--- src/rtl/wfg_seq_ctrl_if.sv ---
// rtl/wfg_seq_ctrl_if.sv - segment table write port of the waveform sequencer
// The register side drives entries in; the sequencer answers with a dropped-write pulse.
interface wfg_seq_ctrl_if #(
  parameter int NUM_SEG = 4
);
  localparam int SEG_W = $clog2(NUM_SEG);

  logic             wr_en_i;
  logic [SEG_W-1:0] wr_addr_i;
  logic [7:0]       wr_sync_cnt_i;
  logic [15:0]      wr_subcycle_cnt_i;
  logic [7:0]       wr_repeat_i;
  logic             wr_err_o;

  modport master (
    output wr_en_i,
    output wr_addr_i,
    output wr_sync_cnt_i,
    output wr_subcycle_cnt_i,
    output wr_repeat_i,
    input  wr_err_o
  );

  modport slave (
    input  wr_en_i,
    input  wr_addr_i,
    input  wr_sync_cnt_i,
    input  wr_subcycle_cnt_i,
    input  wr_repeat_i,
    output wr_err_o
  );
endinterface

--- src/rtl/wfg_seq_ctrl.sv ---
// rtl/wfg_seq_ctrl.sv - segment sequencer driving the waveform pattern core
// Steps a small (sync, subcycle, repeat) table on core sync pulses, then loops or stops.
module wfg_seq_ctrl #(
  parameter int NUM_SEG = 4
) (
  input  logic                       clk,
  input  logic                       rst_n,
  wfg_seq_ctrl_if.slave              wr_if,
  input  logic [$clog2(NUM_SEG)-1:0] cfg_last_seg_i,
  input  logic                       cfg_loop_i,
  input  logic                       start_i,
  input  logic                       stop_i,
  input  logic                       wfg_pat_sync_i,
  output logic                       core_en_o,
  output logic [7:0]                 core_sync_count_o,
  output logic [15:0]                core_subcycle_count_o,
  output logic [$clog2(NUM_SEG)-1:0] seg_idx_o,
  output logic                       busy_o,
  output logic                       done_o
);
  localparam int SEG_W = $clog2(NUM_SEG);
  localparam logic [SEG_W-1:0] SEG_ZERO = '0;

  typedef enum logic {
    S_IDLE = 1'b0,
    S_RUN  = 1'b1
  } state_t;

  state_t           state_q, state_d;
  logic [7:0]       sync_tab_q [NUM_SEG];
  logic [15:0]      sub_tab_q  [NUM_SEG];
  logic [7:0]       rep_tab_q  [NUM_SEG];
  logic             tab_we;

  logic [SEG_W-1:0] seg_q, seg_d;
  logic [SEG_W-1:0] seg_inc;
  logic [SEG_W-1:0] last_seg_q, last_seg_d;
  logic             loop_q, loop_d;
  logic [7:0]       rep_cnt_q, rep_cnt_d;
  logic             core_en_q, core_en_d;
  logic [7:0]       sync_cnt_q, sync_cnt_d;
  logic [15:0]      sub_cnt_q, sub_cnt_d;
  logic             busy_q, busy_d;
  logic             done_q, done_d;
  logic             wr_err_q, wr_err_d;

  // The table is frozen while running so the core never sees a half-updated segment.
  assign tab_we  = wr_if.wr_en_i && (state_q == S_IDLE);
  assign seg_inc = seg_q + 1'b1;

  always_ff @(posedge clk or negedge rst_n) begin
    if (!rst_n) begin
      for (int i = 0; i < NUM_SEG; i++) begin
        sync_tab_q[i] <= '0;
        sub_tab_q[i]  <= '0;
        rep_tab_q[i]  <= '0;
      end
    end else if (tab_we) begin
      sync_tab_q[wr_if.wr_addr_i] <= wr_if.wr_sync_cnt_i;
      sub_tab_q[wr_if.wr_addr_i]  <= wr_if.wr_subcycle_cnt_i;
      rep_tab_q[wr_if.wr_addr_i]  <= wr_if.wr_repeat_i;
    end
  end

  always_comb begin
    state_d    = state_q;
    seg_d      = seg_q;
    last_seg_d = last_seg_q;
    loop_d     = loop_q;
    rep_cnt_d  = rep_cnt_q;
    core_en_d  = core_en_q;
    sync_cnt_d = sync_cnt_q;
    sub_cnt_d  = sub_cnt_q;
    busy_d     = busy_q;
    done_d     = 1'b0;
    wr_err_d   = wr_if.wr_en_i && (state_q == S_RUN);

    case (state_q)
      S_IDLE: begin
        if (start_i && !stop_i) begin
          state_d    = S_RUN;
          seg_d      = SEG_ZERO;
          last_seg_d = cfg_last_seg_i;
          loop_d     = cfg_loop_i;
          rep_cnt_d  = '0;
          core_en_d  = 1'b1;
          busy_d     = 1'b1;
          sync_cnt_d = sync_tab_q[SEG_ZERO];
          sub_cnt_d  = sub_tab_q[SEG_ZERO];
        end
      end
      S_RUN: begin
        if (stop_i) begin
          state_d   = S_IDLE;
          rep_cnt_d = '0;
          core_en_d = 1'b0;
          busy_d    = 1'b0;
        end else if (wfg_pat_sync_i) begin
          if (rep_cnt_q == rep_tab_q[seg_q]) begin
            rep_cnt_d = '0;
            if (seg_q == last_seg_q) begin
              if (loop_q) begin
                seg_d      = SEG_ZERO;
                sync_cnt_d = sync_tab_q[SEG_ZERO];
                sub_cnt_d  = sub_tab_q[SEG_ZERO];
              end else begin
                // Index and thresholds stay on the final segment for software to read back.
                state_d   = S_IDLE;
                core_en_d = 1'b0;
                busy_d    = 1'b0;
                done_d    = 1'b1;
              end
            end else begin
              seg_d      = seg_inc;
              sync_cnt_d = sync_tab_q[seg_inc];
              sub_cnt_d  = sub_tab_q[seg_inc];
            end
          end else begin
            rep_cnt_d = rep_cnt_q + 8'd1;
          end
        end
      end
      default: state_d = S_IDLE;
    endcase
  end

  always_ff @(posedge clk or negedge rst_n) begin
    if (!rst_n) begin
      state_q    <= S_IDLE;
      seg_q      <= '0;
      last_seg_q <= '0;
      loop_q     <= 1'b0;
      rep_cnt_q  <= '0;
      core_en_q  <= 1'b0;
      sync_cnt_q <= '0;
      sub_cnt_q  <= '0;
      busy_q     <= 1'b0;
      done_q     <= 1'b0;
      wr_err_q   <= 1'b0;
    end else begin
      state_q    <= state_d;
      seg_q      <= seg_d;
      last_seg_q <= last_seg_d;
      loop_q     <= loop_d;
      rep_cnt_q  <= rep_cnt_d;
      core_en_q  <= core_en_d;
      sync_cnt_q <= sync_cnt_d;
      sub_cnt_q  <= sub_cnt_d;
      busy_q     <= busy_d;
      done_q     <= done_d;
      wr_err_q   <= wr_err_d;
    end
  end

  assign core_en_o             = core_en_q;
  assign core_sync_count_o     = sync_cnt_q;
  assign core_subcycle_count_o = sub_cnt_q;
  assign seg_idx_o             = seg_q;
  assign busy_o                = busy_q;
  assign done_o                = done_q;
  assign wr_if.wr_err_o        = wr_err_q;
endmodule

--- src/flat_wrapper.sv ---
// flat-port wrapper written by rule: the top's interface ports become plain ports
module wfg_seq_ctrl_flat 
#(
  parameter int NUM_SEG = 4
)
  (clk, rst_n, cfg_last_seg_i, cfg_loop_i, start_i, stop_i, wfg_pat_sync_i, core_en_o, core_sync_count_o, core_subcycle_count_o, seg_idx_o, busy_o, done_o, wr_if_wr_en_i, wr_if_wr_addr_i, wr_if_wr_sync_cnt_i, wr_if_wr_subcycle_cnt_i, wr_if_wr_repeat_i, wr_if_wr_err_o);
  wfg_seq_ctrl_if #(.NUM_SEG(NUM_SEG)) wr_if_i ();
  input  logic clk;
  input  logic rst_n;
  input  logic [$clog2(NUM_SEG)-1:0] cfg_last_seg_i;
  input  logic cfg_loop_i;
  input  logic start_i;
  input  logic stop_i;
  input  logic wfg_pat_sync_i;
  output logic core_en_o;
  output logic [7:0] core_sync_count_o;
  output logic [15:0] core_subcycle_count_o;
  output logic [$clog2(NUM_SEG)-1:0] seg_idx_o;
  output logic busy_o;
  output logic done_o;
  input wire logic [$bits(wr_if_i.wr_en_i)-1:0] wr_if_wr_en_i;
  input wire logic [$bits(wr_if_i.wr_addr_i)-1:0] wr_if_wr_addr_i;
  input wire logic [$bits(wr_if_i.wr_sync_cnt_i)-1:0] wr_if_wr_sync_cnt_i;
  input wire logic [$bits(wr_if_i.wr_subcycle_cnt_i)-1:0] wr_if_wr_subcycle_cnt_i;
  input wire logic [$bits(wr_if_i.wr_repeat_i)-1:0] wr_if_wr_repeat_i;
  output wire logic [$bits(wr_if_i.wr_err_o)-1:0] wr_if_wr_err_o;
  assign wr_if_i.wr_en_i = wr_if_wr_en_i;
  assign wr_if_i.wr_addr_i = wr_if_wr_addr_i;
  assign wr_if_i.wr_sync_cnt_i = wr_if_wr_sync_cnt_i;
  assign wr_if_i.wr_subcycle_cnt_i = wr_if_wr_subcycle_cnt_i;
  assign wr_if_i.wr_repeat_i = wr_if_wr_repeat_i;
  assign wr_if_wr_err_o = wr_if_i.wr_err_o;
  wfg_seq_ctrl #(.NUM_SEG(NUM_SEG)) u_core (.clk(clk), .rst_n(rst_n), .wr_if(wr_if_i), .cfg_last_seg_i(cfg_last_seg_i), .cfg_loop_i(cfg_loop_i), .start_i(start_i), .stop_i(stop_i), .wfg_pat_sync_i(wfg_pat_sync_i), .core_en_o(core_en_o), .core_sync_count_o(core_sync_count_o), .core_subcycle_count_o(core_subcycle_count_o), .seg_idx_o(seg_idx_o), .busy_o(busy_o), .done_o(done_o));
endmodule
--- config.mk ---
export PLATFORM = sky130hd
export DESIGN_NAME = wfg_seq_ctrl_flat
export DESIGN_NICKNAME = d
export VERILOG_FILES = /design/src/rtl/wfg_seq_ctrl_if.sv /design/src/rtl/wfg_seq_ctrl.sv /design/src/flat_wrapper.sv
export SDC_FILE = /design/constraint.sdc
export NUM_CORES = 1
export LEC_CHECK = 0
export CAP_MARGIN = 20
export CORE_UTILIZATION = 37
export DETAILED_ROUTE_END_ITERATION = 16
export HOLD_SLACK_MARGIN = 0.06
export PLACE_DENSITY_LB_ADDON = 0.08
export SETUP_SLACK_MARGIN = 0.1
export SLEW_MARGIN = 10
export SYNTH_ARGS = -nofsm -noshare
export SYNTH_HDL_FRONTEND = slang
export SYNTH_SLANG_ARGS = --single-unit
--- constraint.sdc ---
create_clock -name clk -period 2.6 [get_ports clk]
set_input_delay 0.39 -clock clk [delete_from_list [all_inputs] [get_ports clk]]
set_output_delay 0.39 -clock clk [all_outputs]
set_load 0.01 [all_outputs]
Run 1, power grid:
(2 px per µm) Pins as bars on the die edge.
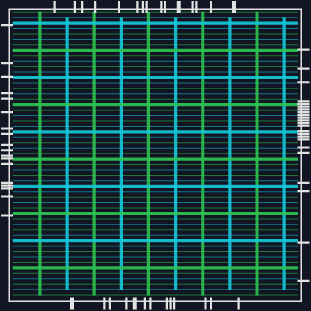
- green: VSS
- cyan: VDD
- met5 straps: 10
- met4 straps: 10
- met1 rails: 53
Die Wd: 145 µm
CORE AREA: 20200 µm²
maximum VDD drop: 403 µV

Run 1, placement by cell class:
(2 px per µm) Fill, decap, tap and diode cells in grey.
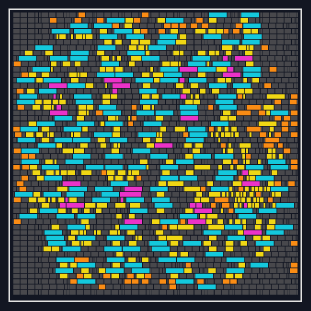
- orange: remaining buffers and delay cells (cells 105; share of their area 12%)
- magenta: clock drivers and dummy loads (cells 32; share of their area 6.1%)
- cyan: registers (cells 169; share of their area 46%)
- yellow: remaining logic cells (cells 353; share of their area 36%)

Run 1, clock network drawn from the DEF:
(4 px per µm)
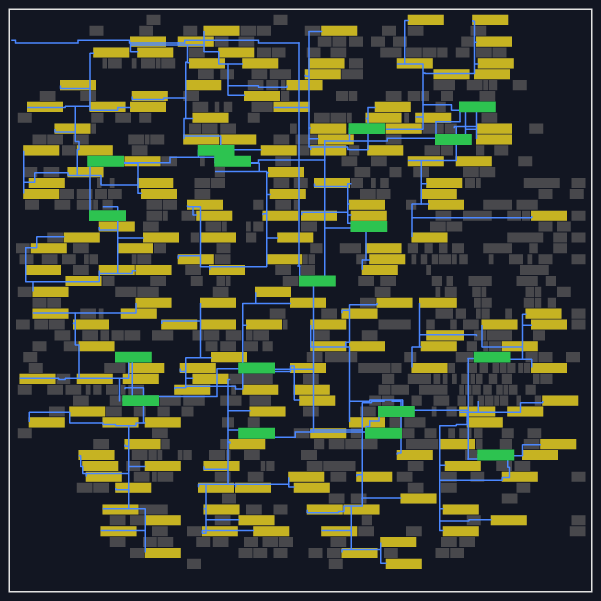
- blue: clock wires (length 2100 µm)
- green: clock-net drivers (count 17)
- yellow: flip-flops (count 169)
- flops lie: widely spread
clk pwr: 2.39 mW
Clk pwr share: 30.8%
post-route clock skew: 0.0125 ns
Worst-Skew Late Latency: 0.43 ns

Run 1, routed metal, one colour a layer:
(2 px per µm) Two of the layers only.
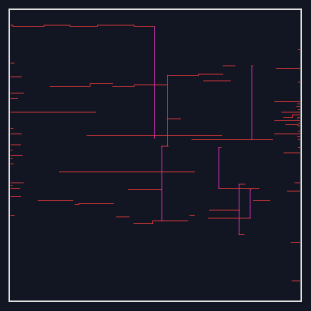
- red: M3 (wire length 740 µm)
- magenta: M4 (wire length 225 µm)

==> Slide: Implementation Results, run 1 <==
Physical Implementation Snapshot

Outcome
  – Status: complete, no violations

Detailed routing
  – M1 WL: 8420 µm
  – Drt wl/cell: 19.2 µm
  – Wirelength, routed: 17900 µm
  – Highest routed layer: met4
  – Via Count: 4753

Min path
  – HP Start: u_core.sub_tab_q[7]$_DFFE_PN0P_
  – Hold Path Depth: 1

Finish
  – Clock buffer count: 20
  – Non-clk bufs: 105
  – Post-Layout Inst Area: 9480 µm²
  – Clock-cell share: 5.85%
  – # diodes: 0
  – Non-clock inverters: 13
  – Flip-flops: 169
  – Logic cell area: 3250 µm²
  – Layout area overhead: 24.9%
  – Layout cells sized above 1: 35.1%

CTS
  – H-tree depth: 4
  – Worst-path clk slew: 0.06 ns
  – CTS Buffer Depth: 2
  – Clock sinks: 169
  – TritonCTS clock tree: done

Timing
  – Slew HR: 59.0%
  – Final min period: 2.58 ns
  – FMAX: 388 MHz
  – Fin crit share: 99.1%

Synthesis
  – Ys async rst share: 100%
  – Synth Area in Simple Gates: 4.66%
  – Synth Seq Share: 55.7%

Pwr
  – Total leakage power: 3.83 nW

Place
  – Placed cell count: 893

Worst setup path
  – R2r setup slk: 0.02 ns
  – Critical path type: reg -> reg
  – Critical Path AT: 2.89 ns

Global routing
  – Vias in the first global route: 5238
  – Largest net degree at the start of global routing: 61
  – Initial antenna violation count: 0

Run
  – Total of max-cap violations: 0
==> run 1: power by group <==
group          internal, mW  total, mW  switching (mW)
combinational          1.10       1.74           0.640
clock                  1.33       2.39            1.06
sequential             3.26       3.63           0.367
total                  5.69       7.76            2.07
==> run 1: layout by cell type, fill, tap and decap left out, types with 2 or more instances in the layout <==
cell type	instances
a21oi_1	3
nand3_1	7
mux2i_1	33
dfrtp_2	2
mux2_4	16
nand2b_1	4
xor2_1	5
nand2_1	32
and2_1	3
clkbuf_16	17
a22o_1	20
xnor2_1	9
inv_6	3
nor2_1	5
buf_12	6
clkdlybuf4s50_1	71
nor3_1	5
o221ai_1	5
mux2_1	2
a31oi_1	3
o22ai_1	20
clkinvlp_4	4
mux2_2	132
buf_6	2
dfrtp_1	167
o21ai_0	8
clkinv_4	3
clkbuf_1	3
inv_1	13
buf_4	24
nor4bb_4	2
mux4_2	6
nor4_1	2
==> run 1: per-stage QoR <==
stage | hold WS, ns | power (mW) | utilization [%] | setup WS [ns] | TNS [ns]
after floorplan | 0.0944 | 4.60 | - | 0.0405 | 0
after global placement | 0.417 | 5.34 | 43.8 | 0.0181 | 0
after detailed placement | 0.421 | 5.41 | 43.8 | -0.00896 | -0.0104
after CTS | 0.506 | 7.85 | 46.6 | -0.0173 | -0.0432
after global routing | 0.511 | 8.21 | 47.0 | -0.0724 | -0.920
final | 0.504 | 7.76 | 47.0 | 0.0240 | 0
==> run 1: layer usage <==
metal | up-vias | global-route usage, %
met5 | - | 0
met4 | 0 | 4.95
met3 | 18 | 5.00
met2 | 83 | 29.4
met1 | 2452 | 24.5
li1 | 2200 | -
==> run 1: repair_timing <==
item,in CTS,in global routing
pin swaps,0,5
endpoints found under the hold margin,57,0
hold buffers,1,0
setup buffers,0,3
endpoints found under the setup margin,21,27
resized,2,14
==> run 1 -> run 2 <==
CTS_CLUSTER_SIZE = 8   (was not set)
Run 2, clock network drawn from the DEF:
(4 px per µm)
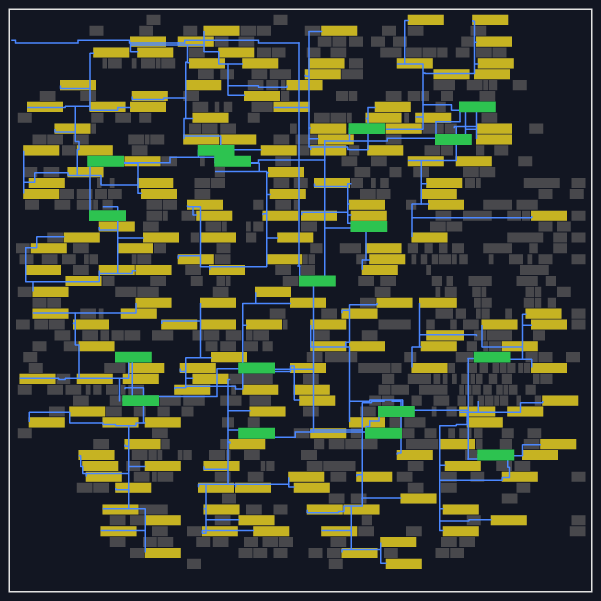
- green: clock-net drivers (count 17)
- yellow: flip-flops (count 169)
- blue: clock wires (length 2100 µm)
- flops lie: widely spread
- routed clock nets: 18

==> run 2 against run 1 <==
  * Utilization stayed put
  * Final cell count unchanged
  * Final area did not move
  * Combinational power about the same
  * Clock skew did not move
  * Sequential share of layout area unchanged
  * Critical path type unchanged
==> Slide: Implementation Results, run 2 <==
Physical Implementation Snapshot

Outcome
  – Status: complete, no violations

Detailed routing
  – Wirelength, routed: 17900 µm (unchanged)
  – Drt wl/cell: 19.2 µm (unchanged)
  – Via Count: 4753 (unchanged)

Pwr
  – Psw: 2.07 mW (unchanged)
  – Top pwr grp: registers
  – Maximum VDD drop: 403 µV (unchanged)
  – Clk pwr: 2.39 mW (about the same)
  – Clk pwr share: 30.8% (about the same)
  – Comb power frac: 22.5% (about the same)
  – P_comb: 1.74 mW (about the same)
  – Sequential share of power: 46.7% (about the same)
  – Internal power: 5.69 mW (unchanged)
  – Sw Share: 26.7% (unchanged)

CTS
  – Worst-Skew Late Latency: 0.43 ns (about the same)
  – Clock sinks: 169 (unchanged)
  – Worst-path clk slew: 0.06 ns (about the same)
  – H-tree depth: 4 (unchanged)
  – TritonCTS clock tree: done
  – CTS Buffer Depth: 2 (unchanged)

Min path
  – Hold Path Depth: 1 (unchanged)
  – HP Start: u_core.sub_tab_q[7]$_DFFE_PN0P_

Finish
  – Top Layout Cells: 167 x dfrtp_1, 132 x mux2_2, 71 x clkdlybuf4s50_1
  – Post-Layout Inst Area: 9480 µm² (unchanged)
  – Final core utilization: 47.0% (unchanged)
  – Highest-count logic cell in the final layout: dfrtp_1
  – Layout area overhead: 24.9% (unchanged)

Global routing
  – Vias in the first global route: 5238 (unchanged)
  – Met1 usage: 24.5% (unchanged)
  – Initial antenna violation count: 0 (unchanged)
  – Largest net degree at the start of global routing: 61 (unchanged)
  – Busiest grt layer: met2
  – M2 GR Usage: 29.4% (unchanged)

Timing
  – Post-route clock skew: 0.0125 ns (unchanged)
  – Slew HR: 59.0% (unchanged)
  – Setup TNS: 0 ns (unchanged)
  – Final min period: 2.58 ns (unchanged)
  – Setup WS post-layout: 0.0240 ns (unchanged)

Worst setup path
  – Critical Path AT: 2.89 ns (about the same)
  – Critical path type: reg -> reg
  – Critical path origin: u_core.seg_idx_o[0]$_DFFE_PN0P_
  – R2r setup slk: 0.02 ns (about the same)

Place
  – Post-place setup slack: -0.00896 ns (unchanged)

Run
  – Total of max-cap violations: 0 (unchanged)

Synthesis
  – Yosys stat area: 7590 µm²
  – Synth Seq Share: 55.7% (unchanged)
  – Ys async rst share: 100% (unchanged)

Floorplanning
  – CORE AREA: 20200 µm² (unchanged)
  – Die Wd: 145 µm (unchanged)
Run 2, routed metal, one colour a layer:
(2 px per µm) Two of the layers only.
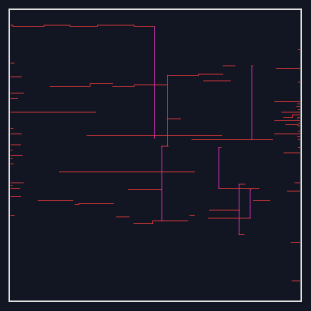
- magenta: M4 (wire length 225 µm)
- red: M3 (wire length 740 µm)

==> run 2: cell counts in the layout (fill, tap and decap cells not counted) <==
No cell type changed its count.
==> run 2: repair_timing <==
| action | in CTS | in global routing |
|---|---|---|
| setup endpoints to repair | 21 | 27 |
| setup buffers | 0 | 3 |
| gates resized | 2 | 14 |
| pin swaps | 0 | 5 |
| hold buffers | 1 | 0 |
| hold endpoints to repair | 57 | 0 |
==> run 2: logic make-up (layout without fill, tap and decap cells) <==
group,after synthesis,count (layout),share of synthesized area (%)
AOI/OAI and AO/OA,64,64,6.21
xor gates and xnor gates,14,14,1.61
adders and majority gates,1,1,0.165
buffers and inverters,48,150,2.78
DFF,169,169,55.7
muxes,189,189,28.9
and+or+nand+nor,72,72,4.66
==> run 2: worst reg2reg max path, cell delays in order, from the launching register on <==
cell	delay, ns
dfrtp_2	0.49
mux4_2	0.54
xor2_1	0.16
nor4_2	0.30
o2111ai_2	0.19
o21ai_4	0.18
buf_12	0.25
mux2_2	0.37
==> run 2: layout make-up <==
type	instances	area, µm²
Clock buffer	20	437
Multi-Input combinational cell	340	3250
Fill cell	1835	10700
Timing Repair Buffer	105	1060
Tap cell	270	338
Clock inverter	12	118
Inverter	13	48.8
Sequential cell	169	4230
==> run 2: layer usage <==
metal | vias up | share of wire (%)
met4 | 0 | 1.3
met1 | 2452 | 47
met3 | 18 | 4.1
met2 | 83 | 47
li1 | 2200 | -
met5 | - | 0
==> run 2: through the flow <==
stage / hold slack, ns / cells / power (mW)
finish: 0.504 / 929 / 7.76
global placement: 0.417 / 893 / 5.34
global route: 0.511 / 929 / 8.21
detailed placement: 0.421 / 893 / 5.41
CTS: 0.506 / 926 / 7.85
floorplan: 0.0944 / 557 / 4.60
Run 2, placement by cell class:
(2 px per µm) Fill, decap, tap and diode cells in grey.
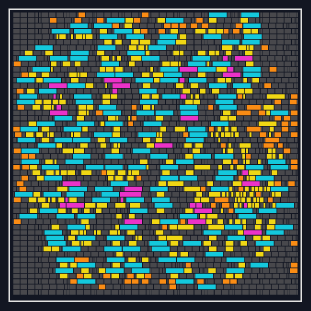

==> run 2 -> run 3 <==
DONT_BUFFER_PORTS = 1   (was not set)
RECOVER_POWER = 100   (was not set)
SLEW_MARGIN = not set   (was 10)
Run 3, placement by cell class:
(2 px per µm) Fill, decap, tap and diode cells in grey.
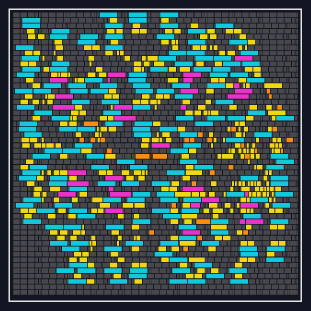
- orange: remaining buffers and delay cells (cells 30; share of their area 3.1%)
- cyan: registers (cells 169; share of their area 50%)
- yellow: remaining logic cells (cells 353; share of their area 39%)
- magenta: clock drivers and dummy loads (cells 31; share of their area 8.0%)
Post-Layout Inst Area: 8750 µm²
flop share of the area: 48.4%

Run 3, placement view:
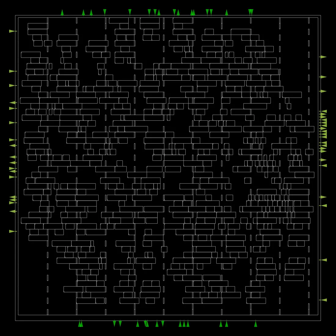
row count: 52
final core utilization: 43.4%
Post-Layout Cell Count: 853
Fillers: 1869

==> run 3 against run 2 <==
  * The flow now finishes with violations (hold timing)
  * Final cell count is 8.2% lower
  * Die size stayed put
  * Register-to-register slack hardly changed
  * Final area is 7.8% lower
  * Sequential power is 3% higher
  * Clock-buffer cell count stayed put
  * First-iteration DRC count is 24% lower
  * Critical path type unchanged
  * Critical endpoint is now u_core.core_sync_count_o[4]$_DFFE_PN0P_
==> Slide: Implementation Results, run 3 <==
Physical Implementation Snapshot

Floorplanning
  – CORE AREA: 20200 µm² (unchanged)

Synthesis
  – Xor/xnor share: 1.61% (unchanged)
  – Synth Seq Share: 55.7% (unchanged)
  – Aoi share: 6.21% (unchanged)
  – Main logic family after synthesis: multiplexers
  – Ys async rst share: 100% (unchanged)
  – Yosys stat area: 7590 µm² (unchanged)

Global routing
  – Initial antenna violation count: 0 (unchanged)
  – Largest net degree at the start of global routing: 170 (+180%)

Worst setup path
  – Critical Path AT: 2.88 ns (about the same)

CTS
  – Worst-Skew Late Latency: 0.43 ns (about the same)
  – Setup repair bufs after CTS: 3 (+3)
  – H-tree depth: 4 (unchanged)
  – TritonCTS clock tree: done
  – CTS Buffer Depth: 2 (unchanged)

Timing
  – Final hold vios: 169
  – Worst hold slack: -0.336 ns (-0.840 ns)

Finish
  – Highest-count logic cell in the final layout: dfrtp_1

Outcome
  – Failing checks: hold timing
  – Status: complete, but fails checks
run 3: how the worst max path moves through the flow:
| stage | cells past startpoint | endpoint | start | slack, ns |
|---|---|---|---|---|
| 2_1_floorplan | 8 | u_core.core_subcycle_count_o[10]$_DFFE_PN0P_ | u_core.seg_idx_o[0]$_DFFE_PN0P_ | 0.04 |
| 3_3_place_gp | 8 | u_core.core_sync_count_o[5]$_DFFE_PN0P_ | u_core.seg_idx_o[0]$_DFFE_PN0P_ | 0.0004 |
| 3_5_place_dp | 8 | u_core.core_sync_count_o[6]$_DFFE_PN0P_ | u_core.seg_idx_o[0]$_DFFE_PN0P_ | -0.02 |
| 4_1_cts | 8 | u_core.core_sync_count_o[4]$_DFFE_PN0P_ | u_core.seg_idx_o[0]$_DFFE_PN0P_ | -0.02 |
| 5_1_grt | 7 | u_core.core_sync_count_o[6]$_DFFE_PN0P_ | u_core.seg_idx_o[0]$_DFFE_PN0P_ | -0.09 |
| 6_report | 7 | u_core.core_sync_count_o[4]$_DFFE_PN0P_ | u_core.seg_idx_o[0]$_DFFE_PN0P_ | 0.02 |
run 3: layout make-up:
type	instances	area [µm²]
Inverter	13	48.8
Tap cell	270	338
Multi-Input combinational cell	340	3190
Clock buffer	20	457
Sequential cell	169	4230
Timing Repair Buffer	30	263
Clock inverter	11	219
Fill cell	1869	11400
run 3: report_power, final:
part / total, mW / internal [mW] / switching (mW)
sequential: 3.73 / 3.26 / 0.469
combinational: 1.15 / 0.746 / 0.404
clock: 2.88 / 1.85 / 1.03
total: 7.76 / 5.86 / 1.90
run 3: layer usage:
layer	vias up	share of wire, %	global-route usage, %
li1	2055	-	-
met5	-	0	0
met1	2315	45	22.3
met3	14	5.7	6.16
met2	73	48	27.5
met4	0	1.0	5.89
No activity file was given, so power comes from the tool's default toggle rates.
